### Cell classes on the final placement, run 1

Drawn at 6 px/um.
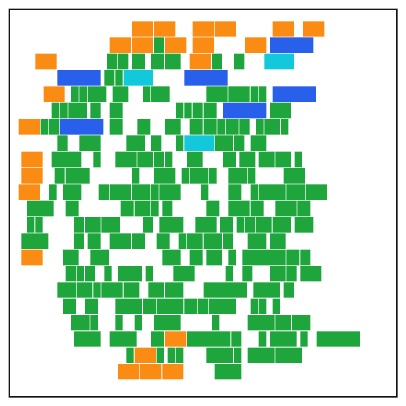
### Pin placement, run 1

Drawn at 8 px/um. Pins as bars across the die edge, other pins in gray.
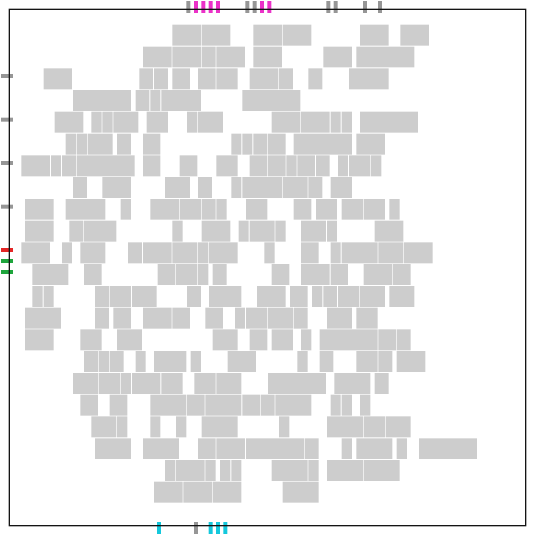
### A small window of the routed layout, run 1

Region (20, 7) to (45, 32) um. Cells in gray, sequential cells in the stronger gray; small squares are vias.
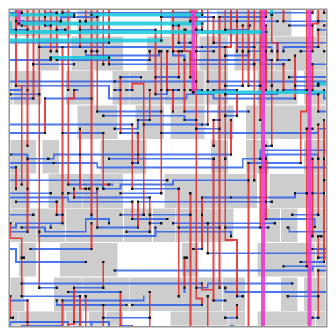
### Routing congestion map, run 1

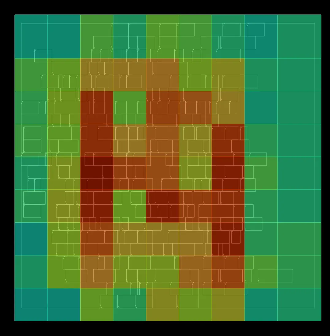
$ cat src/rtl/bounded_counter_pkg.sv
// Shared mode encoding for the bounded up/down counter and its step calculator.
package bounded_counter_pkg;

  typedef enum logic [1:0] {
    MODE_SAT    = 2'b00,
    MODE_WRAP   = 2'b01,
    MODE_BOUNCE = 2'b10,
    MODE_RSVD   = 2'b11
  } mode_e;

endpackage

$ cat src/rtl/bounded_step_calc.sv
// Combinational next-value logic for one count step: saturate, wrap or bounce
// against [MIN_VAL, MAX_VAL]; all arithmetic is carried in WIDTH+1 bits.
module bounded_step_calc
  import bounded_counter_pkg::*;
#(
  parameter int WIDTH   = 4,
  parameter int MIN_VAL = 0,
  parameter int MAX_VAL = 12
) (
  input  logic [WIDTH-1:0] cur,
  input  logic [WIDTH-1:0] s,
  input  logic             up,
  input  mode_e            mode,
  output logic [WIDTH-1:0] nxt,
  output logic             hit,
  output logic             rev
);

  localparam logic [WIDTH:0]   MAX_X   = (WIDTH+1)'(MAX_VAL);
  localparam logic [WIDTH:0]   MIN_X   = (WIDTH+1)'(MIN_VAL);
  localparam logic [WIDTH:0]   RANGE_X = (WIDTH+1)'(MAX_VAL - MIN_VAL + 1);
  localparam logic [WIDTH:0]   TWO_MAX = (WIDTH+1)'(2 * MAX_VAL);
  localparam logic [WIDTH-1:0] MAX_W   = WIDTH'(MAX_VAL);
  localparam logic [WIDTH-1:0] MIN_W   = WIDTH'(MIN_VAL);

  logic [WIDTH:0] cur_x, s_x, sum, diff, lo;

  assign cur_x = {1'b0, cur};
  assign s_x   = {1'b0, s};
  assign sum   = cur_x + s_x;
  assign diff  = cur_x - s_x;  // only meaningful when cur - s stays above MIN
  assign lo    = MIN_X + s_x;  // cur <= lo  <=>  cur - s <= MIN

  always_comb begin
    // NOTE: every output gets a default first so no path through the case infers a latch.
    nxt = cur;
    hit = 1'b0;
    rev = 1'b0;
    if (s != '0) begin
      case (mode)
        MODE_WRAP: begin
          if (up) begin
            if (sum > MAX_X) begin
              nxt = WIDTH'(sum - RANGE_X);
              hit = 1'b1;
            end else begin
              nxt = WIDTH'(sum);
            end
          end else if (cur_x < lo) begin
            nxt = WIDTH'(cur_x + RANGE_X - s_x);
            hit = 1'b1;
          end else begin
            nxt = WIDTH'(diff);
          end
        end
        MODE_BOUNCE: begin
          if (up) begin
            if (sum >= MAX_X) begin
              nxt = WIDTH'(TWO_MAX - sum);
              hit = 1'b1;
              rev = 1'b1;
            end else begin
              nxt = WIDTH'(sum);
            end
          end else if (cur_x <= lo) begin
            nxt = WIDTH'(lo + MIN_X - cur_x);
            hit = 1'b1;
            rev = 1'b1;
          end else begin
            nxt = WIDTH'(diff);
          end
        end
        default: begin
          // Saturate; the reserved encoding lands here as well.
          if (up) nxt = (sum >= MAX_X) ? MAX_W : WIDTH'(sum);
          else    nxt = (cur_x <= lo)  ? MIN_W : WIDTH'(diff);
          hit = (nxt != cur) && (nxt == (up ? MAX_W : MIN_W));
        end
      endcase
    end
  end

endmodule

$ cat src/rtl/bounded_updown_counter.sv
// Bounded up/down counter with saturate/wrap/bounce limits and clamped load.
// Define BUDC_LOAD_CHECK_EN to add the sticky err flag for out-of-range loads.
module bounded_updown_counter
  import bounded_counter_pkg::*;
#(
  parameter int WIDTH   = 4,
  parameter int DATA_W  = 6,
  parameter int MIN_VAL = 0,
  parameter int MAX_VAL = 12
) (
  input  logic              clk,
  input  logic              rst,
  input  logic              en,
  input  logic              load,
  input  logic [DATA_W-1:0] data,
  input  logic              dir,
  input  logic [1:0]        mode,
  input  logic [WIDTH-1:0]  step,
  output logic [WIDTH-1:0]  out,
  output logic              dir_q,
  output logic              at_max,
  output logic              at_min,
  output logic              tc
`ifdef BUDC_LOAD_CHECK_EN
  ,
  output logic              err
`endif
);

  if (!(MIN_VAL >= 0 && MIN_VAL < MAX_VAL && MAX_VAL <= (2 ** WIDTH) - 1)) begin : g_bad_bounds
    $error("bounded_updown_counter: need 0 <= MIN_VAL < MAX_VAL <= 2**WIDTH-1");
  end

  localparam int               CW    = ((DATA_W > WIDTH) ? DATA_W : WIDTH) + 1;
  localparam logic [WIDTH-1:0] MAX_W = WIDTH'(MAX_VAL);
  localparam logic [WIDTH-1:0] MIN_W = WIDTH'(MIN_VAL);
  localparam logic [WIDTH-1:0] SPAN  = WIDTH'(MAX_VAL - MIN_VAL);

  mode_e            mode_v;
  logic [WIDTH-1:0] s, nxt;
  logic             up, hit, rev;
  logic [CW-1:0]    data_x;
  logic             above, below;
  logic [WIDTH-1:0] load_val;

  assign mode_v = mode_e'(mode);
  assign s      = (step > SPAN) ? SPAN : step;
  assign up     = (mode_v == MODE_BOUNCE) ? dir_q : dir;

  assign data_x   = CW'(data);
  assign above    = data_x > CW'(MAX_VAL);
  assign below    = data_x < CW'(MIN_VAL);
  assign load_val = above ? MAX_W : (below ? MIN_W : data_x[WIDTH-1:0]);

  bounded_step_calc #(
    .WIDTH  (WIDTH),
    .MIN_VAL(MIN_VAL),
    .MAX_VAL(MAX_VAL)
  ) u_step (
    .cur (out),
    .s   (s),
    .up  (up),
    .mode(mode_v),
    .nxt (nxt),
    .hit (hit),
    .rev (rev)
  );

  // NOTE: registers use non-blocking assignments so every flop samples pre-edge values.
  always_ff @(posedge clk) begin
    if (rst) begin
      out   <= MIN_W;
      dir_q <= 1'b1;
      tc    <= 1'b0;
    end else if (en && load) begin
      out   <= load_val;
      dir_q <= dir;
      tc    <= 1'b0;
    end else if (en) begin
      out   <= nxt;
      tc    <= hit;
      if (mode_v == MODE_BOUNCE) dir_q <= rev ? ~dir_q : dir_q;
      else                       dir_q <= dir;
    end else begin
      tc    <= 1'b0;  // tc marks only the cycle that shows the limit event
    end
  end

`ifdef BUDC_LOAD_CHECK_EN
  always_ff @(posedge clk) begin
    if (rst)                                 err <= 1'b0;
    else if (en && load && (above || below)) err <= 1'b1;
  end
`endif

  assign at_max = (out == MAX_W);
  assign at_min = (out == MIN_W);

endmodule

$ cat config.mk
export PLATFORM = sky130hd
export DESIGN_NAME = bounded_updown_counter
export DESIGN_NICKNAME = d
export VERILOG_FILES = /design/src/rtl/bounded_counter_pkg.sv /design/src/rtl/bounded_step_calc.sv /design/src/rtl/bounded_updown_counter.sv
export SDC_FILE = /design/constraint.sdc
export NUM_CORES = 1
export LEC_CHECK = 0
export CAP_MARGIN = 20
export CORE_UTILIZATION = 40
export DETAILED_ROUTE_END_ITERATION = 7
export PLACE_DENSITY = 0.67
export REMOVE_ABC_BUFFERS = 1
export SLEW_MARGIN = 40
export SYNTH_ARGS = -nofsm -noshare
export SYNTH_HDL_FRONTEND = slang
export SYNTH_SLANG_ARGS = --single-unit
$ cat constraint.sdc
create_clock -name clk -period 6.85 [get_ports clk]
set_clock_uncertainty 0.15 [all_clocks]
set_input_delay 1.7125 -clock clk [delete_from_list [all_inputs] [get_ports clk]]
set_output_delay 1.7125 -clock clk [all_outputs]
set_load 0.01 [all_outputs]
==> impl_metrics.tcl, run 1 <==
# metrics dict for downstream scripts
set metrics [dict create \
    timing.final.crit_share 0.7257 \
    grt_pass1_vias 1548 \
    finalPower_uw 297.3 \
    num-nonclk-buffers 24 \
    synth_flops 6 \
    cts_buffer_depth 2 \
    die_area_um2 4142 \
    hpwl_mm 3.555 \
    antenna_found_initial 0 \
    openroad.warnings 35 \
    arrival_ns 4.93 \
    cellPowerDensity_nw_per_um2 163.4 \
    io_pins 25 \
    yosys-stat-area_um2 1555 \
    end_kind "register" \
    routed.top_layer "met4" \
    largest_reg_flops 4 \
    dp_slack_ns 1.827 \
    wl_met2_mm 1.873 \
    yosys.stat.seqShare 0.07723 \
    irDropWorstVdd_mv 0.08503 \
    setup_violations 0 \
    hold_viol 0 \
    slew_viol_final 0 \
    slew_headroom 0.4254 \
    drc 0 \
    critPathSlowestCell "a2111oi_0" \
    firstDrtPassIters 4 \
    grt_max_degree 17 \
    fp_util 0.4216 \
    fin_crit_ns 4.971 \
    overflow 0 \
    largest_register "out" \
    synth.avg_cell_area_um2 7.477 \
    rsz0062_at_grt "no" \
    cts_tree "yes" \
    netlist_instances 208 \
    routed_wl_mm 4.499 \
    cp_common_cell "nand2_1" \
    syn_to_final_growth_pct 16.97 \
    yosysWarnings 0 \
    comb-cell-share 0.7050 \
    status "finished clean" \
    async_flop_share 0 \
    hp-class "reg2reg" \
    clock.fmax_mhz 201.2 \
    clock_buffers 3 \
    comb_cells 172 \
    setup_ws_ns 1.879 \
    layout.cells.non_filler 273 \
    drive_gt1_frac 0.04889 \
    place_area_um2 1778 \
    final.setup.tns_ns 0 \
    whs_ns 0.6272 \
    wl_per_cell_um 16.48 \
    largestClassByArea "combinational gates" \
    busiest_layer "met2" \
    edf_count 0 \
    clkCellAreaFrac 0.02270 \
    dr.first_iter.drc_count 108 \
    io_buffers 24 \
    layout.nets 264 \
    seq_area_um2 120.1 \
    netlist_area_um2 1555 \
    path_clk_slew_ns 0.04 \
    grt_pass1_wl_mm 7.355 \
    critPathBufInv 2 \
    drv_cap 0 \
    via_per_inst 6.114 \
    dr_total_vias 1669 \
    cts-root-buf "clkbuf_8" \
    cp_top_family "AND-OR/OR-AND gates" \
    seq_cell_count 6 \
    p_leak_uw 0.0007482 \
    tightest_slew_ns 0.8401 \
    cts.sinks 6 \
    wl_met3_um 350 \
    lay_top_count "clkdlybuf4s50_1" \
    lay_top_cells "24 x clkdlybuf4s50_1, 20 x inv_1, 18 x nand2_1" \
    cts-hold-fix-buffers 0 \
    drt-met1-wl_mm 2.085 \
    n_tap_cell 48 \
    diodes 0 \
    cts_setup_buffers 0 \
    inverters 20 \
    crit_type "in2reg" \
    top_regs "out: 4 flops, dir_q: 1 flops, tc: 1 flops" \
    ys.flop_type "dfxtp_1" \
    clkLatencyLatePin_ns 0.23 \
    path_cells "clkdlybuf4s50_1 -> nand2_1 -> nand2_1 -> inv_1 -> ha_1 -> fa_1 -> nand2b_1 -> a2111oi_0 -> nand4_1 -> nor3b_1 -> a211oi_1 -> a21oi_1" \
    gp_congestion 0.9108 \
    setup.worst_path.start_class "input port" \
    post_cts_resized 0 \
    ys_cells 208 \
    num-fill-cells 378 \
    buffer_area_frac 0.1320 \
    ant_nets 0 \
    placed_cells 270 \
    logic_area_um2 1282 \
    crit_path_max_fanout 5 \
    htreeDepth 1 \
    slowest_delay_ns 0.75 \
]
-- 'Cell classes on the final placement' (at the start) --
| color | class | cells |
|---|---|---|
| blue | sequential cells | 6 |
| orange | remaining buffers and delay cells | 24 |
| green | remaining logic cells | 192 |
| cyan | clock-net drivers | 3 |
Core ar.: 3689 um^2
FP Rows: 22
design area: 1819 um^2
final core occ: 0.4932
Seq/total area: 0.06602

-- 'Pin placement' (at the start) --
| color | port | pins | direction | edge |
|---|---|---|---|---|
| cyan | `step` | 4 | input | bottom |
| magenta | `data` | 6 | input | top |
| red | `at_max` | 1 | output | left |
| green | `mode` | 2 | input | left |
die width: 64.36 um
Die Ht: 64.36 um

-- 'A small window of the routed layout' (at the start) --
| color | layer |
|---|---|
| blue | M1 |
| cyan | M3 |
| red | M2 |
| magenta | M4 |
cells with their middle in the window: 54
sequential cells in the window: 0
most frequent: inv_1 (8), ha_1 (5)

-- 'Routing congestion map' (at the start) --
met3 Use GR: 0.05893
met2 Usage GRT: 0.3303
routing usage on met1: 0.3102
GRT Overall Usage: 0.2305

-- run 1: cells in the mapped netlist, drive strengths merged, types with 3 or more instances --
| master | instances | area share |
|---|---|---|
| mux2i | 9 | 0.058 |
| fa | 4 | 0.051 |
| nor3 | 3 | 0.0097 |
| inv | 20 | 0.048 |
| ha | 16 | 0.13 |
| or3 | 3 | 0.012 |
| nor2 | 13 | 0.031 |
| and3 | 3 | 0.015 |
| nor3b | 3 | 0.014 |
| o211ai | 4 | 0.019 |
| nand2 | 18 | 0.043 |
| o21ai | 9 | 0.029 |
| a21oi | 13 | 0.042 |
| xnor2 | 3 | 0.017 |
| nor4 | 3 | 0.012 |
| a211o | 3 | 0.017 |
| dfxtp | 6 | 0.077 |
| buf | 7 | 0.042 |
| nand2b | 4 | 0.016 |
| a211oi | 3 | 0.014 |
| nor2b | 7 | 0.028 |
| a31oi | 4 | 0.016 |
| nand3 | 6 | 0.023 |
| o31ai | 5 | 0.024 |
-- run 1: cell families after synthesis --
| group | synth area share |
|---|---|
| AND-OR/OR-AND | 0.2856 |
| XOR/XNOR | 0.02253 |
| adder cells (fa/ha/maj) | 0.1802 |
| buffers and inverters | 0.1006 |
| flip-flops | 0.07724 |
| multiplexers | 0.06517 |
| AND/OR/NAND/NOR | 0.2687 |
-- run 1: worst paths after layout --
kind	start	end	cells after the start	slack, ns
min reg2reg	out[3]$_SDFFE_PP0P_	out[3]$_SDFFE_PP0P_	3	0.63
min	out[3]$_SDFFE_PP0P_	out[3]$_SDFFE_PP0P_	3	0.63
max	step[2]	out[3]$_SDFFE_PP0P_	12	1.88
max reg2reg	out[0]$_SDFFE_PP0P_	out[3]$_SDFFE_PP0P_	8	3.62
-- run 1: power breakdown --
group          switching [uW]  internal (uW)
clock                    16.9           37.9
sequential               8.69           38.4
combinational             110           85.3
==> run 2: changes to the inputs <==
Clock period 6.85 ns to 4.9 ns, I/O delays scaled along.
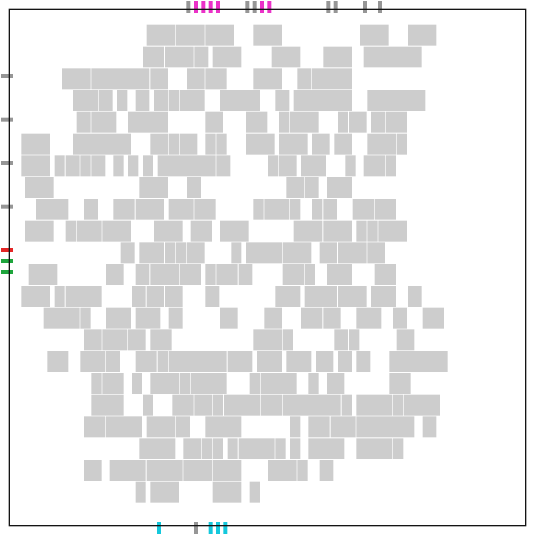
*Pin placement, run 2*
Drawn at 8 px/um. Pins as bars across the die edge, other pins in gray.
| color | port | pins | direction | edge |
|---|---|---|---|---|
| green | `mode` | 2 | input | left |
| red | `at_max` | 1 | output | left |
| magenta | `data` | 6 | input | top |
| cyan | `step` | 4 | input | bottom |
all pins by edge: 13 top, 7 left, 5 bottom
PortBufs: 24

==> impl_metrics.tcl, run 2 <==
# metrics dict for downstream scripts
set metrics [dict create \
    status "finished clean" \
    drv_cap 0 \
    cp_top_family "simple AND/OR/NAND/NOR gates" \
    synthMuxAreaShare 0.06516 \
    io_pins 25 \
    via_per_inst 6.116 \
    cts-hold-fix-buffers 0 \
    slowest_delay_ns 0.49 \
    rows 22 \
    num-fill-cells 380 \
    cts_setup_buffers 0 \
    yosysMostFrequentCell "inv_1" \
    async_flop_share 0 \
    lay_top_count "clkdlybuf4s50_1" \
    dr.first_iter.drc_count 117 \
    irDropWorstVdd_mv 0.1195 \
    gp_congestion 0.9577 \
    cts_tree "yes" \
    synth_flops 6 \
    largest_reg_flops 4 \
    hp-class "reg2reg" \
    yosys-stat-area_um2 1555 \
    setup.worst_path.start_class "input port" \
    grt_pass1_vias 1577 \
    synth_xor_xnor_area_share 0.02253 \
    core_um2 3689 \
    final.setup.tns_ns 0 \
    p_leak_uw 0.0007619 \
    cts_buffer_depth 2 \
    grt_max_degree 17 \
    rsz0062_at_grt "no" \
    post_cts_resized 0 \
    hpwl_mm 3.626 \
    clock.fmax_mhz 233.1 \
    cts.sinks 6 \
    layout.nets 267 \
    die_area_um2 4142 \
    logic_family "AND-OR/OR-AND gates" \
    ys.flop_type "dfxtp_1" \
    drive_gt1_frac 0.05702 \
    critPathSlowestCell "clkdlybuf4s50_1" \
    drc 0 \
    top_cell_area_share 0.1287 \
    timing.final.crit_share 0.8756 \
    cts-root-buf "clkbuf_8" \
    synth.cellmix.adderShare 0.1802 \
    firstDrtPassIters 5 \
    routed_wl_mm 4.657 \
    syn_to_final_growth_pct 18.18 \
    dr_total_vias 1688 \
    slew_viol_final 0 \
    dieHeight_um 64.36 \
    edf_count 0 \
    htreeDepth 1 \
    top_regs "out: 4 flops, dir_q: 1 flops, tc: 1 flops" \
    crit_path_max_fanout 6 \
    netlist_area_um2 1555 \
    die_w_um 64.36 \
    diodes 0 \
    ant_nets 0 \
    fin_crit_ns 4.290 \
    yosysWarnings 0 \
    critPathBufInv 3 \
    synthTopCellsByArea "ha_1 13%, dfxtp_1 7.7%, mux2i_1 5.8%" \
    fp_util 0.4216 \
    lay_top_cells "24 x clkdlybuf4s50_1, 20 x inv_1, 18 x nand2_1" \
    synth.avg_cell_area_um2 7.477 \
    yosys.area_share.simple 0.2687 \
    openroad.warnings 35 \
    synth_area_leader_cell "ha_1" \
    top_cells_by_count "20 x inv_1, 18 x nand2_1, 16 x ha_1" \
    ys_cells 208 \
    antenna_found_initial 0 \
    path_cells "clkdlybuf4s50_1 -> nand2_1 -> nand2_1 -> inv_1 -> ha_1 -> inv_1 -> fa_1 -> and3b_1 -> or3_1 -> and3_4 -> a211o_1 -> mux2i_1 -> a211o_1" \
    crit_type "in2reg" \
    setup_violations 0 \
    whs_ns 0.6117 \
    arrival_ns 4.25 \
    path_clk_slew_ns 0.04 \
    end_kind "register" \
    grt_pass1_wl_mm 7.603 \
    wl_per_cell_um 16.87 \
    netlist_instances 208 \
    grt_usage 0.2361 \
]
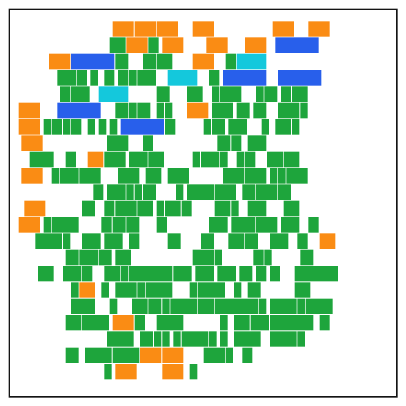
*Cell classes on the final placement, run 2*
Drawn at 6 px/um.
| color | class | cells |
|---|---|---|
| orange | remaining buffers and delay cells | 27 |
| blue | sequential cells | 6 |
| green | remaining logic cells | 192 |
| cyan | clock-net drivers | 3 |
design area: 1838 um^2
Seq/total area: 0.06535
final core occ: 0.4983

-- run 2: cell counts after synthesis --
No cell type changed its count.
-- run 2: cell type report --
type / count / area [um^2] / area share
inverters: 20 / 75.07 / 0.04084
flip-flops and latches: 6 / 120.1 / 0.06535
well taps: 48 / 60.06 / 0.03268
multi-input cells: 172 / 1279 / 0.6957
repair buffers: 27 / 262.8 / 0.1430
clock buffers: 3 / 41.29 / 0.02246
-- run 2: final timing paths --
kind,startpoint,to,slack [ns],cells past startpoint
max,step[2],dir_q$_SDFFE_PP1P_,0.61,13
min,dir_q$_SDFFE_PP1P_,out[2]$_SDFFE_PP0P_,0.61,3
max reg2reg,out[0]$_SDFFE_PP0P_,dir_q$_SDFFE_PP1P_,1.81,10
min reg2reg,dir_q$_SDFFE_PP1P_,out[2]$_SDFFE_PP0P_,0.61,3
-- run 2: per-stage QoR --
step | total power [uW] | std cells | cell area (um^2) | util | worst slack, ns
2_1_floorplan | 248.3 | 198 | 1474 | - | 1.134
3_3_place_gp | 338.1 | 273 | 1797 | 0.4871 | 0.5009
3_5_place_dp | 335.3 | 273 | 1797 | 0.4871 | 0.4049
4_1_cts | 411.4 | 276 | 1838 | 0.4983 | 0.6369
5_1_grt | 446.5 | 276 | 1838 | 0.4983 | 0.5039
6_report | 416.1 | 276 | 1838 | 0.4983 | 0.6097
-- run 2: routing by layer --
layer  GRT usage  wire length [um]  part of all wire  vias to the layer above
li1            -                 -                 -                      812
met1      0.3273              2072              0.44                      767
met2      0.3645              2019              0.43                       96
met3     0.03750               413             0.089                       13
met4     0.08333               152             0.033                        0
met5           0                 0                 0                        -
-- run 2: where the power goes --
group / internal (uW) / switching (uW)
combinational: 122 / 155
clock: 52.7 / 20.8
sequential: 53.7 / 12.2
Power figures rest on the tool's default switching activity, not on a simulated workload.
